$ cat config.mk
export PLATFORM = sky130hd
export DESIGN_NAME = fetch_sequencer
export DESIGN_NICKNAME = d
export VERILOG_FILES = /design/src/rtl/fetch_sequencer.sv
export SDC_FILE = /design/constraint.sdc
export NUM_CORES = 1
export LEC_CHECK = 0
export CORE_MARGIN = 4
export CORE_UTILIZATION = 40
export CTS_CLUSTER_SIZE = 12
export DETAILED_ROUTE_END_ITERATION = 7
export PLACE_DENSITY = 0.76
export SETUP_SLACK_MARGIN = 0.02
export SLEW_MARGIN = 15
export SYNTH_ARGS = -nofsm -noshare
export SYNTH_HDL_FRONTEND = slang
export SYNTH_SLANG_ARGS = --single-unit
$ cat constraint.sdc
create_clock -name clk -period 2 [get_ports clk]
set_clock_uncertainty 0.2 [all_clocks]
set_input_delay 0.3 -clock clk [delete_from_list [all_inputs] [get_ports clk]]
set_output_delay 0.3 -clock clk [all_outputs]
set_load 0.005 [all_outputs]
$ cat src/rtl/fetch_sequencer.sv
// rtl/fetch_sequencer.sv - program counter and instruction fetch sequencer with decode handshake
module fetch_sequencer #(
  parameter int              PC_W     = 32,
  parameter logic [PC_W-1:0] RESET_PC = '0,
  parameter int              INST_W   = 32
) (
  input  logic              clk,
  input  logic              reset,
  input  logic              redirect_valid,
  input  logic [PC_W-1:0]   redirect_pc,
  output logic              imem_req,
  output logic [PC_W-1:0]   imem_addr,
  input  logic              imem_gnt,
  input  logic              imem_rvalid,
  input  logic [INST_W-1:0] imem_rdata,
  output logic              inst_valid,
  input  logic              inst_ready,
  output logic [PC_W-1:0]   inst_pc,
  output logic [INST_W-1:0] inst_data,
  output logic [PC_W-1:0]   fetch_pc
);

  // IDLE: post-reset bubble; REQ: offering a fetch; WAIT: response pending;
  // FLUSH: response pending but stale after a redirect.
  typedef enum logic [1:0] {S_IDLE, S_REQ, S_WAIT, S_FLUSH} state_t;

  state_t              state, state_n;
  logic [PC_W-1:0]     inflight_pc, inflight_pc_n;
  logic [PC_W-1:0]     fetch_pc_n;
  logic [PC_W-1:0]     inst_pc_n;
  logic [INST_W-1:0]   inst_data_n;
  logic                inst_valid_n;
  logic                granted;

  // Request only when the output register will be free when the 1-cycle response lands.
  assign imem_req  = (state == S_REQ) && (!inst_valid || inst_ready);
  assign imem_addr = fetch_pc;
  assign granted   = imem_req && imem_gnt;

  // Next-state and next-register values; a redirect overrides the normal transitions.
  always_comb begin
    state_n       = state;
    fetch_pc_n    = fetch_pc;
    inflight_pc_n = inflight_pc;
    inst_valid_n  = inst_valid;
    inst_pc_n     = inst_pc;
    inst_data_n   = inst_data;

    if (inst_valid && inst_ready) begin
      inst_valid_n = 1'b0;
    end

    case (state)
      S_IDLE: begin
        state_n = S_REQ;
      end
      S_REQ: begin
        if (granted) begin
          inflight_pc_n = fetch_pc;
          fetch_pc_n    = fetch_pc + PC_W'(1);
          state_n       = S_WAIT;
        end
      end
      S_WAIT: begin
        if (imem_rvalid) begin
          inst_valid_n = 1'b1;
          inst_pc_n    = inflight_pc;
          inst_data_n  = imem_rdata;
          state_n      = S_REQ;
        end
      end
      S_FLUSH: begin
        if (imem_rvalid) begin
          state_n = S_REQ;
        end
      end
      default: begin
        state_n = S_IDLE;
      end
    endcase

    if (redirect_valid) begin
      fetch_pc_n    = redirect_pc;
      inflight_pc_n = inflight_pc;
      inst_valid_n  = 1'b0;
      inst_pc_n     = inst_pc;
      inst_data_n   = inst_data;
      case (state)
        S_IDLE:  state_n = S_REQ;
        S_REQ:   state_n = granted ? S_FLUSH : S_REQ;
        S_WAIT:  state_n = imem_rvalid ? S_REQ : S_FLUSH;
        S_FLUSH: state_n = imem_rvalid ? S_REQ : S_FLUSH;
        default: state_n = S_IDLE;
      endcase
    end
  end

  // State and output registers; reset wins over everything.
  always_ff @(posedge clk) begin
    if (reset) begin
      state       <= S_IDLE;
      fetch_pc    <= RESET_PC;
      inflight_pc <= '0;
      inst_valid  <= 1'b0;
      inst_pc     <= '0;
      inst_data   <= '0;
    end else begin
      state       <= state_n;
      fetch_pc    <= fetch_pc_n;
      inflight_pc <= inflight_pc_n;
      inst_valid  <= inst_valid_n;
      inst_pc     <= inst_pc_n;
      inst_data   <= inst_data_n;
    end
  end

endmodule
Figure 1. Congestion heat map.
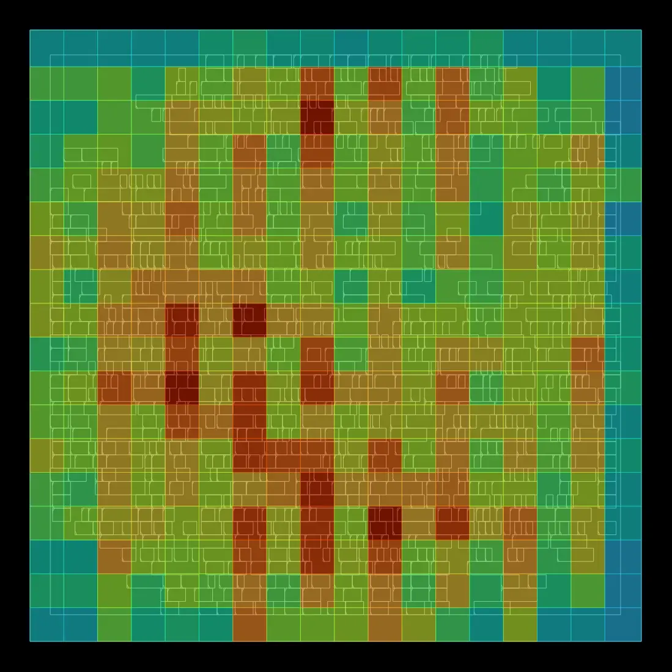
busiest metal layer after global routing: met2
routing usage on met2: 34.4%
Final Core Density: 63.7%
met3 demand-to-capacity share in global routing: 5.23%

Figure 2. A small window of the routed layout.
Scale bar: 10 microns. Region (74, 11) to (114, 51) microns. Cells in grey, sequential cells in the stronger grey; small squares are vias.
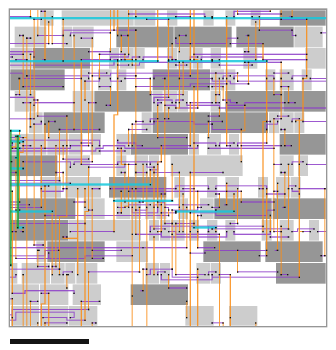
layer	colour
met1	purple
met3	cyan
met4	green
met2	orange
most frequent	nand2_1 (43), dfxtp_1 (25), a21oi_1 (23)
sequential cells in the window	26
cells with their middle in the window	125
netlist names of flops here include	inflight_pc (10), inst_pc (9), fetch_pc (6)

Figure 3. M3 wires.
Scale bar: 20 microns.
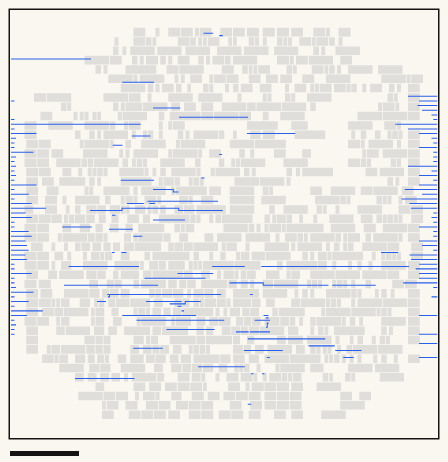
nets with wire on the layer	128
main direction	horizontal
longest straight run	42.8 microns
wire length on this layer	971 microns
share of all routed wire	5.9%
overall via count from detail_route: 5,397
Detailed Route WL: 16,600 microns

==> Flow_metrics.wiki <==
== Implementation results ==
{| class="wikitable"
! Metric !! Value
|-
| Fill cell count || 1,174
|-
| Netlist area before placement || 0.00545 sq mm
|-
| Yosys warning tally || 0
|-
| Fraction of synthesized cell area in xor and xnor cells || 4.01%
|-
| R2r endpoint || fetch_pc[12]$_SDFFE_PP0P_
|-
| Number of DRC violations after detailed routing || 0
|-
| Number of port buffers || 199
|-
| Floorplan core area || 0.0133 sq mm
|-
| Share of async-settable or async-resettable flops after synthesis || 0%
|-
| Non-clock buffer share || 30.2%
|-
| Flop share of the area || 31.2%
|-
| Reg-to-reg critical path startpoint || fetch_pc[0]$_SDFFE_PP0P_
|-
| Highest-power group || the clock network
|-
| Number of H-tree branching levels || 4
|-
| Maximum fanout along the worst path || 6
|-
| Crit end category || flop
|-
| Chip area in the Yosys report || 0.00545 sq mm
|-
| Hold-fix buffers, CTS || 0
|-
| Power drawn by the clock network || 0.00307 W
|-
| Bufs and invs on worst path || 1
|-
| Run status || complete, no violations
|-
| Crit-path slowest cell || dfxtp_2
|-
| Largest net degree at the start of global routing || 50
|-
| Post-placement cell count || 1,051
|-
| Dominant combinational family || simple AND/OR/NAND/NOR gates
|-
| Layout-stage area growth over the synthesis result || 55.3%
|-
| Number of core rows || 42
|-
| Endpoint of the worst hold-timing path || inflight_pc[20]$_SDFFE_PP0P_
|-
| Number of cells on the worst hold path || 2
|-
| Buffers excl. clock || 265
|-
| Floorplan die area || 0.0156 sq mm
|-
| Main flop type || dfxtp_1
|-
| Cell leakage power || 3.02 nW
|-
| Top area cell types || dfxtp_1 48%, nand2_1 15%, a21oi_1 9.5%
|-
| Critical path data required time || 2100 ps
|-
| Sw Ratio || 23.4%
|-
| Power density relative to cell area || 772 mW/mm^2
|}
Power is estimated from default activity; no workload was simulated.
